### config.mk
export PLATFORM = sky130hd
export DESIGN_NAME = fp_operand_align_flat
export DESIGN_NICKNAME = d
export VERILOG_FILES = /design/src/rtl/fp_pkg.sv /design/src/rtl/fp_operand_align_if.sv /design/src/rtl/fp_align_shifter.sv /design/src/rtl/fp_operand_align.sv /design/src/flat_wrapper.sv
export SDC_FILE = /design/constraint.sdc
export NUM_CORES = 1
export LEC_CHECK = 0
export CAP_MARGIN = 30
export CORE_MARGIN = 8
export CORE_UTILIZATION = 30
export DETAILED_ROUTE_END_ITERATION = 8
export PLACE_DENSITY = 0.56
export SKIP_CTS_REPAIR_TIMING = 1
export SYNTH_ARGS = -nofsm -noshare
export SYNTH_HDL_FRONTEND = slang
export SYNTH_SLANG_ARGS = --single-unit
### constraint.sdc
create_clock -name clk -period 9.75 [get_ports clk]
set_input_delay 1.4625 -clock clk [delete_from_list [all_inputs] [get_ports clk]]
set_output_delay 1.4625 -clock clk [all_outputs]
set_load 0.02 [all_outputs]
### src/rtl/fp_pkg.sv
// Shared single-precision definitions for the operand-alignment stage:
// field widths, special encodings, operand classification and the
// register payload types passed between the two pipeline stages.
package fp_pkg;

    localparam int EXP_W   = 8;
    localparam int MAN_W   = 23;
    localparam int BIAS    = 127;
    // Hidden bit + fraction + guard/round/sticky.
    localparam int ALIGN_W = MAN_W + 4;

    localparam logic [31:0] QNAN     = 32'h7FC0_0000;
    localparam logic [31:0] POS_INF  = 32'h7F80_0000;
    localparam logic [31:0] NEG_INF  = 32'hFF80_0000;
    localparam logic [31:0] POS_ZERO = 32'h0000_0000;
    localparam logic [31:0] NEG_ZERO = 32'h8000_0000;

    typedef enum logic [1:0] {
        ZERO,
        NORMAL,
        INF,
        NAN
    } fp_class_e;

    // One unpacked operand; sign is already the effective sign.
    typedef struct packed {
        logic             sign;
        logic [EXP_W-1:0] exp;
        logic [MAN_W:0]   mant;   // hidden bit in the MSB
        fp_class_e        cls;
    } fp_operand_t;

    // Everything the downstream ALU sees for one aligned pair.
    typedef struct packed {
        logic               sign_big;
        logic               sign_small;
        logic [EXP_W-1:0]   exp_big;
        logic [MAN_W:0]     mant_big;
        logic [ALIGN_W-1:0] mant_small;
        logic               eff_sub;
        logic               special_valid;
        logic [31:0]        special_result;
    } align_out_t;

    // Split and classify a raw IEEE-754 word. Zero operands carry a zero
    // mantissa and exponent so they always lose the magnitude compare.
    function automatic fp_operand_t fp_unpack(input logic [31:0] word,
                                              input logic        flip_sign,
                                              input logic        flush_denorm);
        fp_operand_t      op;
        logic [EXP_W-1:0] exp_f;
        logic [MAN_W-1:0] frac_f;
        exp_f   = word[30:23];
        frac_f  = word[22:0];
        op.sign = word[31] ^ flip_sign;
        op.exp  = exp_f;
        op.mant = {(exp_f != '0), frac_f};
        if (exp_f == '1) begin
            op.cls = (frac_f == '0) ? INF : NAN;
        end else if ((exp_f == '0) && (flush_denorm || (frac_f == '0))) begin
            op.cls  = ZERO;
            op.mant = '0;
        end else begin
            op.cls = NORMAL;
        end
        return op;
    endfunction

endpackage

### src/rtl/fp_operand_align_if.sv
// Upstream operand channel and downstream aligned-result channel of the
// alignment stage, bundled so the loader, the stage and the ALU share one
// definition.
interface fp_operand_align_if;
    import fp_pkg::*;

    logic                in_valid;
    logic                in_ready;
    logic [31:0]         A;
    logic [31:0]         B;
    logic                op_sub;

    logic                out_valid;
    logic                out_ready;
    logic                sign_big;
    logic                sign_small;
    logic [EXP_W-1:0]    exp_big;
    logic [MAN_W:0]      mant_big;
    logic [ALIGN_W-1:0]  mant_small;
    logic                eff_sub;
    logic                special_valid;
    logic [31:0]         special_result;

    // Producer of operands / consumer of results.
    modport master (
        output in_valid, A, B, op_sub, out_ready,
        input  in_ready, out_valid, sign_big, sign_small, exp_big,
               mant_big, mant_small, eff_sub, special_valid, special_result
    );

    // The alignment stage itself.
    modport slave (
        input  in_valid, A, B, op_sub, out_ready,
        output in_ready, out_valid, sign_big, sign_small, exp_big,
               mant_big, mant_small, eff_sub, special_valid, special_result
    );

endinterface

### src/rtl/fp_align_shifter.sv
// Right barrel shift of the smaller mantissa with a sticky bit: every bit
// pushed out of the word is ORed into bit 0. Purely combinational.
module fp_align_shifter
    import fp_pkg::*;
(
    input  logic [ALIGN_W-1:0] mant_i,
    input  logic [EXP_W-1:0]   shamt_i,
    output logic [ALIGN_W-1:0] mant_o
);

    logic [ALIGN_W-1:0] shifted;
    logic [ALIGN_W-1:0] lost_mask;

    // Shift, then fold the discarded bits into the sticky position.
    // NOTE: every variable gets a value on every path through an always_comb, otherwise a latch is inferred.
    always_comb begin
        shifted   = mant_i >> shamt_i;
        lost_mask = '1;
        if (shamt_i < EXP_W'(ALIGN_W)) begin
            lost_mask = ~({ALIGN_W{1'b1}} << shamt_i[4:0]);
        end
        mant_o = {shifted[ALIGN_W-1:1], shifted[0] | (|(mant_i & lost_mask))};
    end

endmodule

### src/rtl/fp_operand_align.sv
// Two-stage operand aligner in front of the FP adder: S1 unpacks and
// classifies A and B, S2 orders them by magnitude, aligns the smaller
// mantissa and resolves NaN/inf/zero results that need no arithmetic.
module fp_operand_align
    import fp_pkg::*;
#(
    parameter bit FLUSH_DENORM = 1'b1
) (
    input  logic               clk,
    input  logic               rst,
    fp_operand_align_if.slave  bus
);

    logic        s2_free;
    logic        in_ready;

    logic        s1_valid_q, s1_valid_d;
    fp_operand_t s1_a_q, s1_a_d;
    fp_operand_t s1_b_q, s1_b_d;

    logic        out_valid_q, out_valid_d;
    align_out_t  out_q, out_d;

    fp_operand_t        op_big;
    fp_operand_t        op_small;
    logic               a_is_big;
    logic [EXP_W-1:0]   exp_diff;
    logic [ALIGN_W-1:0] small_aligned;
    align_out_t         s2_res;

    // S2 can take a new pair when it is empty or being drained this cycle;
    // S1 can take one when it is empty or moving into S2.
    assign s2_free  = !out_valid_q || bus.out_ready;
    assign in_ready = !s1_valid_q || s2_free;

    // S1 next state: capture and classify a new pair on transfer.
    always_comb begin
        s1_valid_d = s1_valid_q;
        s1_a_d     = s1_a_q;
        s1_b_d     = s1_b_q;
        if (in_ready) begin
            s1_valid_d = bus.in_valid;
            if (bus.in_valid) begin
                s1_a_d = fp_unpack(bus.A, 1'b0, FLUSH_DENORM);
                s1_b_d = fp_unpack(bus.B, bus.op_sub, FLUSH_DENORM);
            end
        end
    end

    // Order operands by magnitude; a tie keeps A as the big operand.
    always_comb begin
        a_is_big = {s1_a_q.exp, s1_a_q.mant} >= {s1_b_q.exp, s1_b_q.mant};
        op_big   = a_is_big ? s1_a_q : s1_b_q;
        op_small = a_is_big ? s1_b_q : s1_a_q;
        exp_diff = op_big.exp - op_small.exp;
    end

    fp_align_shifter u_shifter (
        .mant_i  ({op_small.mant, 3'b000}),
        .shamt_i (exp_diff),
        .mant_o  (small_aligned)
    );

    // Assemble the aligned pair and resolve special operand combinations
    // in priority order: NaN, inf-inf, inf, zero+zero.
    always_comb begin
        s2_res                = '0;
        s2_res.sign_big       = op_big.sign;
        s2_res.sign_small     = op_small.sign;
        s2_res.exp_big        = op_big.exp;
        s2_res.mant_big       = op_big.mant;
        s2_res.mant_small     = small_aligned;
        s2_res.eff_sub        = op_big.sign ^ op_small.sign;
        s2_res.special_valid  = 1'b1;
        if ((s1_a_q.cls == NAN) || (s1_b_q.cls == NAN)) begin
            s2_res.special_result = QNAN;
        end else if ((s1_a_q.cls == INF) && (s1_b_q.cls == INF) &&
                     (s1_a_q.sign != s1_b_q.sign)) begin
            s2_res.special_result = QNAN;
        end else if (s1_a_q.cls == INF) begin
            s2_res.special_result = s1_a_q.sign ? NEG_INF : POS_INF;
        end else if (s1_b_q.cls == INF) begin
            s2_res.special_result = s1_b_q.sign ? NEG_INF : POS_INF;
        end else if ((s1_a_q.cls == ZERO) && (s1_b_q.cls == ZERO)) begin
            s2_res.special_result = (s1_a_q.sign && s1_b_q.sign) ? NEG_ZERO : POS_ZERO;
        end else begin
            s2_res.special_valid  = 1'b0;
            s2_res.special_result = '0;
        end
    end

    // S2 next state: load from S1 when free, otherwise hold outputs stable.
    always_comb begin
        out_valid_d = out_valid_q;
        out_d       = out_q;
        if (s2_free) begin
            out_valid_d = s1_valid_q;
            if (s1_valid_q) begin
                out_d = s2_res;
            end
        end
    end

    // Pipeline registers with synchronous reset.
    // NOTE: sequential state uses non-blocking assignments so every register samples pre-edge values.
    always_ff @(posedge clk) begin
        if (rst) begin
            s1_valid_q  <= 1'b0;
            out_valid_q <= 1'b0;
            // NOTE: data registers are cleared too, so nothing stale is visible after reset.
            s1_a_q      <= '0;
            s1_b_q      <= '0;
            out_q       <= '0;
        end else begin
            s1_valid_q  <= s1_valid_d;
            out_valid_q <= out_valid_d;
            s1_a_q      <= s1_a_d;
            s1_b_q      <= s1_b_d;
            out_q       <= out_d;
        end
    end

    assign bus.in_ready       = in_ready;
    assign bus.out_valid      = out_valid_q;
    assign bus.sign_big       = out_q.sign_big;
    assign bus.sign_small     = out_q.sign_small;
    assign bus.exp_big        = out_q.exp_big;
    assign bus.mant_big       = out_q.mant_big;
    assign bus.mant_small     = out_q.mant_small;
    assign bus.eff_sub        = out_q.eff_sub;
    assign bus.special_valid  = out_q.special_valid;
    assign bus.special_result = out_q.special_result;

endmodule
### src/flat_wrapper.sv
// flat-port wrapper written by rule: the top's interface ports become plain ports
module fp_operand_align_flat import fp_pkg::*;
#(
    parameter bit FLUSH_DENORM = 1'b1
)
  (clk, rst, bus_in_valid, bus_A, bus_B, bus_op_sub, bus_out_ready, bus_in_ready, bus_out_valid, bus_sign_big, bus_sign_small, bus_exp_big, bus_mant_big, bus_mant_small, bus_eff_sub, bus_special_valid, bus_special_result);
  fp_operand_align_if bus_i ();
  input  logic clk;
  input  logic rst;
  input wire logic [$bits(bus_i.in_valid)-1:0] bus_in_valid;
  input wire logic [$bits(bus_i.A)-1:0] bus_A;
  input wire logic [$bits(bus_i.B)-1:0] bus_B;
  input wire logic [$bits(bus_i.op_sub)-1:0] bus_op_sub;
  input wire logic [$bits(bus_i.out_ready)-1:0] bus_out_ready;
  output wire logic [$bits(bus_i.in_ready)-1:0] bus_in_ready;
  output wire logic [$bits(bus_i.out_valid)-1:0] bus_out_valid;
  output wire logic [$bits(bus_i.sign_big)-1:0] bus_sign_big;
  output wire logic [$bits(bus_i.sign_small)-1:0] bus_sign_small;
  output wire logic [$bits(bus_i.exp_big)-1:0] bus_exp_big;
  output wire logic [$bits(bus_i.mant_big)-1:0] bus_mant_big;
  output wire logic [$bits(bus_i.mant_small)-1:0] bus_mant_small;
  output wire logic [$bits(bus_i.eff_sub)-1:0] bus_eff_sub;
  output wire logic [$bits(bus_i.special_valid)-1:0] bus_special_valid;
  output wire logic [$bits(bus_i.special_result)-1:0] bus_special_result;
  assign bus_i.in_valid = bus_in_valid;
  assign bus_i.A = bus_A;
  assign bus_i.B = bus_B;
  assign bus_i.op_sub = bus_op_sub;
  assign bus_i.out_ready = bus_out_ready;
  assign bus_in_ready = bus_i.in_ready;
  assign bus_out_valid = bus_i.out_valid;
  assign bus_sign_big = bus_i.sign_big;
  assign bus_sign_small = bus_i.sign_small;
  assign bus_exp_big = bus_i.exp_big;
  assign bus_mant_big = bus_i.mant_big;
  assign bus_mant_small = bus_i.mant_small;
  assign bus_eff_sub = bus_i.eff_sub;
  assign bus_special_valid = bus_i.special_valid;
  assign bus_special_result = bus_i.special_result;
  fp_operand_align #(.FLUSH_DENORM(FLUSH_DENORM)) u_core (.clk(clk), .rst(rst), .bus(bus_i));
endmodule
Figure 1. The metal 1 layer (run 1).
Bar = 50 um. Supply wires on this layer in gray.
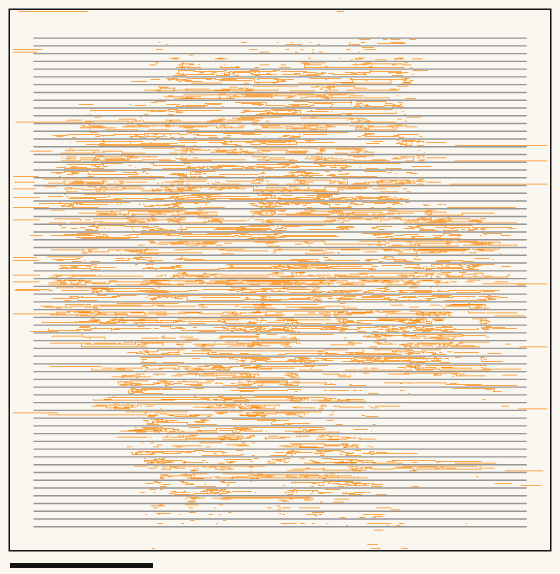
longest straight run: 76.1 um
nets with wire on the layer: 1192
main direction: horizontal
wire length on this layer: 14900 um

Figure 2. Signal wires on met2 (run 1).
Bar = 50 um.
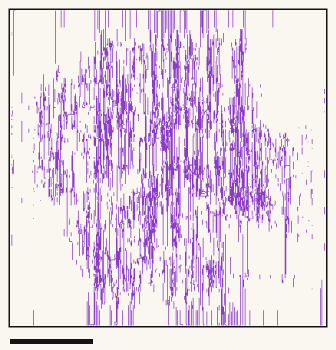
longest straight run: 77.7 um
share of all routed wire: 45%
wire length on this layer: 15100 um
main direction: vertical
nets with wire on the layer: 1052

==> flow_summary.yaml, run 1 <==
# synthesis and place-and-route metrics
run_status:
  outcome: "finished, final reports clean"
sta:
  final-max-slew-violation-count: 0
  setup_violations: 0
  final_critical_path_setup_slack_ns: 3.536
  setup_total_negative_slack_ns: 0
  timing.fmax_mhz: 160.9
  slew_headroom_pct: 42.04
  layout_worst_path_cycle_share_pct: 63.74
  hold_violations: 0
  finalClockSkew_ns: 0.01115
  worst_slew_pin_slew_ns: 0.8693
critical_path:
  cp_max_fo: 28
  worstSetupStartpoint: "u_core.s1_b_q[26]"
  critical_path_destination: "u_core.bus.mant_small[0]"
  end_kind: "flip-flop"
  launching_point_of_the_worst_reg2reg_path: "u_core.s1_b_q[26]"
  max_incr_delay_on_cp_ns: 0.65
  worst_ep_required_time_ns: 10.03
  rrSetupSlack_ns: 3.54
  worst_path_max_delay_cell: "inv_2"
  crit_type: "flip-flop to flip-flop"
  rr_worst_depth: 18
synthesis:
  fraction_of_the_yosys_area_taken_by_sequential_cells_pct: 30.63
  synthesis.area_per_instance_sq_um: 8.133
  synth-async-reset-ratio_pct: 0
  synth.cellmix.compoundShare_pct: 23.51
  simple_gate_share_pct: 20.85
  post_synth_main_logic_family: "AND-OR/OR-AND gates"
  top_cell_area_share_pct: 30.63
  mux_area_share_pct: 12.58
  ys_sh_adder_pct: 4.716
  yosys_register_bits: 138
  count_of_yosys_warnings_during_synthesis: 0
  synth_cells: 1109
  yosys.stat.chipArea_sq_um: 9020
  edf_count: 0
  synth_area_leader_cell: "dfxtp_1"
  post_synth_most_frequent_cells: "167 x nand2_1, 138 x dfxtp_1, 131 x nor2_1"
place:
  place_worst_setup_slack_ns: 3.565
  place.gp.congestion: 0.9214
  post-dp-hpwl_um: 24270
  port-buffer-count: 143
  dpl-instance-area_sq_um: 10590
cts:
  cts_tree: "yes"
  clock-sinks: 138
  cts_inserted_buffers: 17
  clk_pin_slew_worst_paths_ns: 0.07
  clock_latency_ns: 0.43
worst_hold_path:
  hp-class: "flip-flop to flip-flop"
  worst_hold_path.endpoint: "u_core.bus.mant_small[24]"
  worst_hold_path_startpoint: "u_core.bus.mant_small[24]"
  hold_depth: 2
global_routing:
  grtUsageMet2_pct: 28.09
  pin_count_of_the_biggest_net_entering_global_routing: 80
  grt_first_pass_wirelength_um: 51470
  met1_usage_pct: 23.94
  grt.total_usage_pct: 18.09
drt:
  drt-initial-drc-count: 665
  dr_total_vias: 8950
  post_drt_wl_per_cell_um: 20.84
  met2RoutedLength_um: 15120
  final_antenna_net_count: 0
  drtPass1Iterations: 6
  wl_um: 33320
  viasPerCell: 5.597
final_layout:
  final_design_area_no_fill_sq_um: 11240
  flow.area_growth_from_synthesis_pct: 24.58
  final_core_util_pct: 37.91
  number_of_antenna_repair_diodes: 0
  layout.cells.non_filler: 1599
floorplan:
  floorplan.die.height_um: 189.4
  boundaryPins: 166
  floorplan.core_util_pct: 30.43
  core_area_sq_um: 29640
  row_count: 63
  die_area_sq_um: 35870
run:
  openroad.warnings: 26
  timing.max_cap.violations: 0
power_and_ir_drop:
  power_density_nw_per_um2: 179.5
  report.power.total_mw: 2.017
  static-leakage-power_nw: 4.048
  maximum_resistive_drop_on_vdd_v: 0.0001113
Figure 3. Met3 routing (run 1).
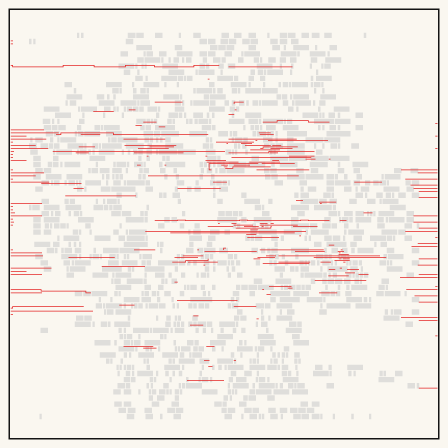
main direction: horizontal
longest straight run: 75.9 um
nets with wire on the layer: 156
wire length on this layer: 2370 um

Figure 4. M4 wires (run 1).
Bar = 50 um. Supply wires on this layer in gray.
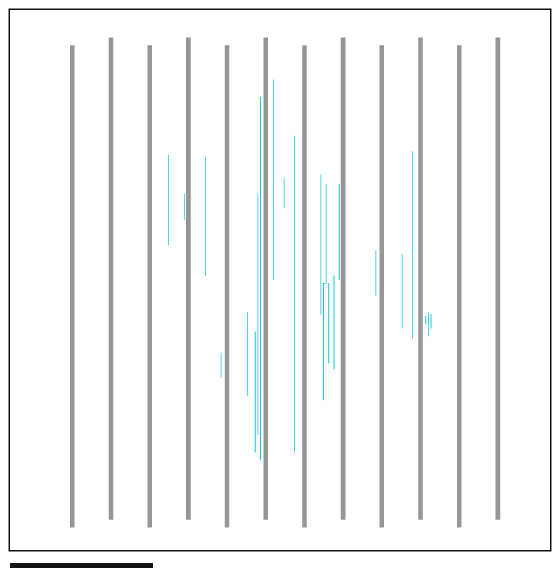
main direction: vertical
share of all routed wire: 2.7%
wire length on this layer: 905 um
longest straight run: 127 um
nets with wire on the layer: 20

## run 1: layout by cell type, fill, tap and decap left out, drive strengths merged, types with 10 or more instances in the layout
cell	Yosys	layout
clkdlybuf4s50	0	142
ha	34	34
a21oi	81	81
mux2i	29	29
nand3	23	23
a211oi	10	10
nor4	22	22
buf	50	12
nand2	169	169
mux4	33	33
nor2	133	133
a22oi	52	52
conb	1	22
a311oi	35	35
nand4	19	19
clkbuf	57	19
o21ai	31	31
o211ai	10	10
inv	38	40
dfxtp	138	138
nor3	14	14
## run 1: flip-flops by register name, summed over array words and instances, names as in the netlist
register / count
u_core.bus.special_valid: 1
u_core.bus.sign_small: 1
u_core.bus.exp_big: 8
u_core.bus.sign_big: 1
u_core.bus.mant_big: 24
u_core.bus.mant_small: 27
u_core.s1_valid_q: 1
u_core.bus.special_result: 3
u_core.bus.eff_sub: 1
u_core.s1_a_q: 35
u_core.bus.out_valid: 1
u_core.s1_b_q: 35
## run 1: power by group
part	switching [mW]	total, mW	leakage [nW]	internal, mW
Sequential	0.0403	0.634	1.13	0.594
Clock	0.271	0.716	0.306	0.444
Combinational	0.410	0.668	2.61	0.258
Total	0.721	2.02	4.05	1.30
## run 1: critical path: cells and delay by family, from the launching register on
kind	cells	cell delay (ns)
multiplexers	1	0.09
flip-flops	1	0.39
AND/OR/NAND/NOR	4	0.87
AND-OR/OR-AND	8	2.30
buffers and inverters	3	1.32
adder cells (fa/ha/maj)	2	1.06
## run 1: cell type report
class / instances / area [sq um]
Fill cell: 3102 / 18400
Multi-Input combinational cell: 847 / 5684
Sequential cell: 138 / 2763
Timing Repair Buffer: 154 / 1515
Tap cell: 390 / 488.0
Clock buffer: 19 / 452.9
Clock inverter: 13 / 191.4
Inverter: 38 / 142.6
--- run 2 (diff from run 1) ---
- PLACE_DENSITY: 0.56 -> 0.58
- clock period: 9.75 -> 5.35 ns (I/O delays scaled with it)
==> run 2 against run 1 <==
Clock skew about the same; critical path depth unchanged; synthesized cell count unchanged; register-to-register slack worse by 3.1 ns; total power up 82%; non-clock buffer count up 23; sequential cell count unchanged; largest cell class unchanged.
==> flow_summary.yaml, run 2 <==
# synthesis and place-and-route metrics
run_status:
  outcome: "finished, final reports clean"
global_routing:
  grtUsageMet2_pct: 29.75
  grt_first_pass_wirelength_um: 52010
  pin_count_of_the_biggest_net_entering_global_routing: 81
final_layout:
  inverters_excl_clock: 38
  layout_top_cells: "166 x nand2_1, 142 x clkdlybuf4s50_1, 138 x dfxtp_1, 131 x nor2_1, 79 x a21oi_1"
  sh_comb_area_pct: 49.95
  layout.filler_cells: 3115
  register_area_sq_um: 2763
  layout.cells.non_filler: 1622
  clkbuf_count: 20
  footprint_of_the_multi_input_gates_sq_um: 5684
  top_area_cell_class: "combinational gates"
  seqAreaFraction_pct: 24.27
  lay_top_count: "nand2_1"
  clock_area_share_pct: 5.222
  nMultiInputCombCells: 847
  number_of_antenna_repair_diodes: 0
floorplan:
  tapcell.inserted: 390
  floorplan.die.height_um: 189.4
  core_area_sq_um: 29640
power_and_ir_drop:
  static-leakage-power_nw: 4.151
  netSwitchingFraction_pct: 36.31
  power_density_nw_per_um2: 322.5
  combinationalPowerShare_pct: 34.9
  maximum_resistive_drop_on_vdd_v: 0.0002047
  clkPwrFrac_pct: 33.8
drt:
  drtPass1Iterations: 7
  wl_um: 33640
  drt-initial-drc-count: 670
  viasPerCell: 5.572
place:
  post-dp-hpwl_um: 24760
  place_worst_setup_slack_ns: 0.4582
  dpl-instance-area_sq_um: 10790
  port-buffer-count: 143
sta:
  worst_slew_pin_slew_ns: 0.8935
  finalClockSkew_ns: 0.01086
  hold_violations: 0
  timing.fmax_mhz: 202.4
  final_critical_path_setup_slack_ns: 0.4088
  layout_worst_path_cycle_share_pct: 92.36
  final-max-slew-violation-count: 0
  slew_headroom_pct: 40.44
critical_path:
  end_kind: "flip-flop"
  rrSetupSlack_ns: 0.41
  crit_type: "flip-flop to flip-flop"
  worst_ep_required_time_ns: 5.63
synthesis:
  synthesis.area_per_instance_sq_um: 8.133
  top_cell_area_share_pct: 30.63
  synth_cells: 1109
  count_of_yosys_warnings_during_synthesis: 0
  synth_area_leader_cell: "dfxtp_1"
  yosys_register_bits: 138
  yosys.stat.chipArea_sq_um: 9020
  post_synth_most_frequent_cells: "167 x nand2_1, 138 x dfxtp_1, 131 x nor2_1"
cts:
  cts_tree: "yes"
  clk_pin_slew_worst_paths_ns: 0.07
  clock-sinks: 138
  clock_latency_ns: 0.43
run:
  timing.max_cap.violations: 0
  openroad.warnings: 26
worst_hold_path:
  hp-class: "flip-flop to flip-flop"
[run 2: cell counts after synthesis]
Identical to the previous run, type by type.
[run 2: power by group through the flow]
stage / Clock, mW / Combinational, mW / Sequential [mW]
final: 1.24 / 1.28 / 1.15
after CTS: 1.25 / 1.27 / 1.15
after global routing: 1.30 / 1.38 / 1.16
after floorplan: 0 / 0.835 / 1.18
after global placement: 0 / 1.27 / 1.17
after detailed placement: 0 / 1.27 / 1.17
[run 2: worst max-delay path: stages (launching register included)]
cell      delay (ns)
dfxtp_1         0.35
inv_1           0.07
ha_1            0.46
nand4_1         0.27
nor4_2          0.49
a221oi_2        0.17
o21a_1          0.15
a21oi_1         0.28
nor2_1          0.09
ha_1            0.21
nor2_1          0.10
o211a_1         0.17
nand2_1         0.12
and3_1          0.27
nor2_2          0.54
mux4_2          0.60
and3_1          0.20
o221ai_1        0.15
a311oi_1        0.11
[run 2: path summary, 6_finish.rpt]
kind / start / to / depth (start not counted)
max: u_core.s1_b_q[32] / u_core.bus.mant_small[0] / 18
min: u_core.bus.mant_small[23] / u_core.bus.mant_small[23] / 2
max reg2reg: u_core.s1_b_q[32] / u_core.bus.mant_small[0] / 18
min reg2reg: u_core.bus.mant_small[23] / u_core.bus.mant_small[23] / 2
[run 2: logic make-up (layout without fill, tap and decap cells)]
group / count (synthesis) / count (layout) / synth area share [%]
AOI/OAI and AO/OA: 297 / 297 / 23.51
xor gates and xnor gates: 2 / 2 / 0.1942
adders and majority gates: 34 / 34 / 4.716
buffers and inverters: 145 / 247 / 7.477
DFF: 138 / 138 / 30.63
muxes: 71 / 71 / 12.58
other: 1 / 22 / 0.04157
and+or+nand+nor: 421 / 421 / 20.85
Figure 5. Signal wires on met2 (run 2).
Bar = 50 um.
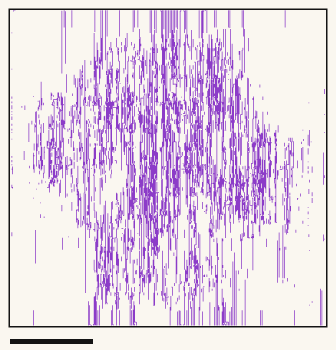
wire length on this layer: 15800 um
main direction: vertical
longest straight run: 79.6 um

Figure 6. Met3 routing (run 2).
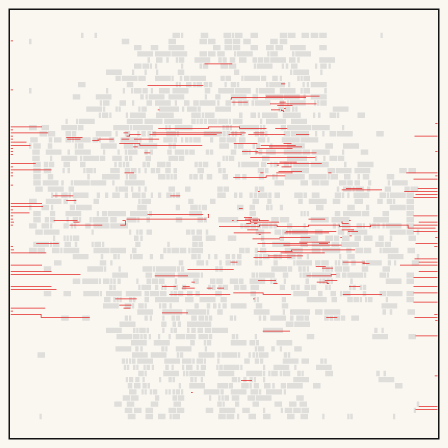
share of all routed wire: 5.7%
nets with wire on the layer: 154
longest straight run: 35.0 um

Figure 7. Routing congestion map (run 2).
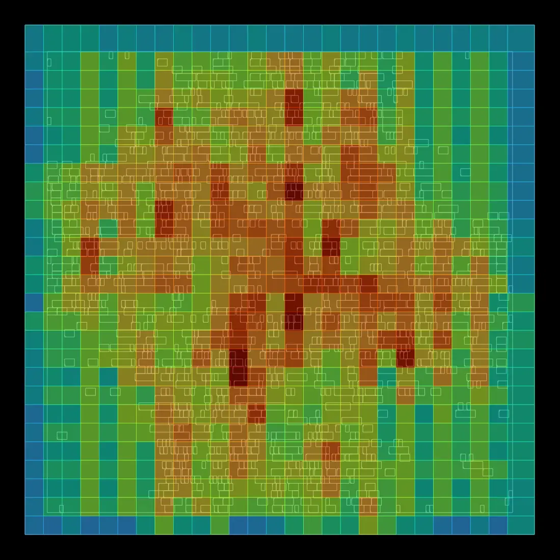
final cell utilization of the core: 38.40%
GRT Util Overall: 18.31%
met3 track demand over resource: 3.422%
met1 global-route usage: 24.68%
busiest metal layer after global routing: met2

Power figures rest on the tool's default switching activity, not on a simulated workload.
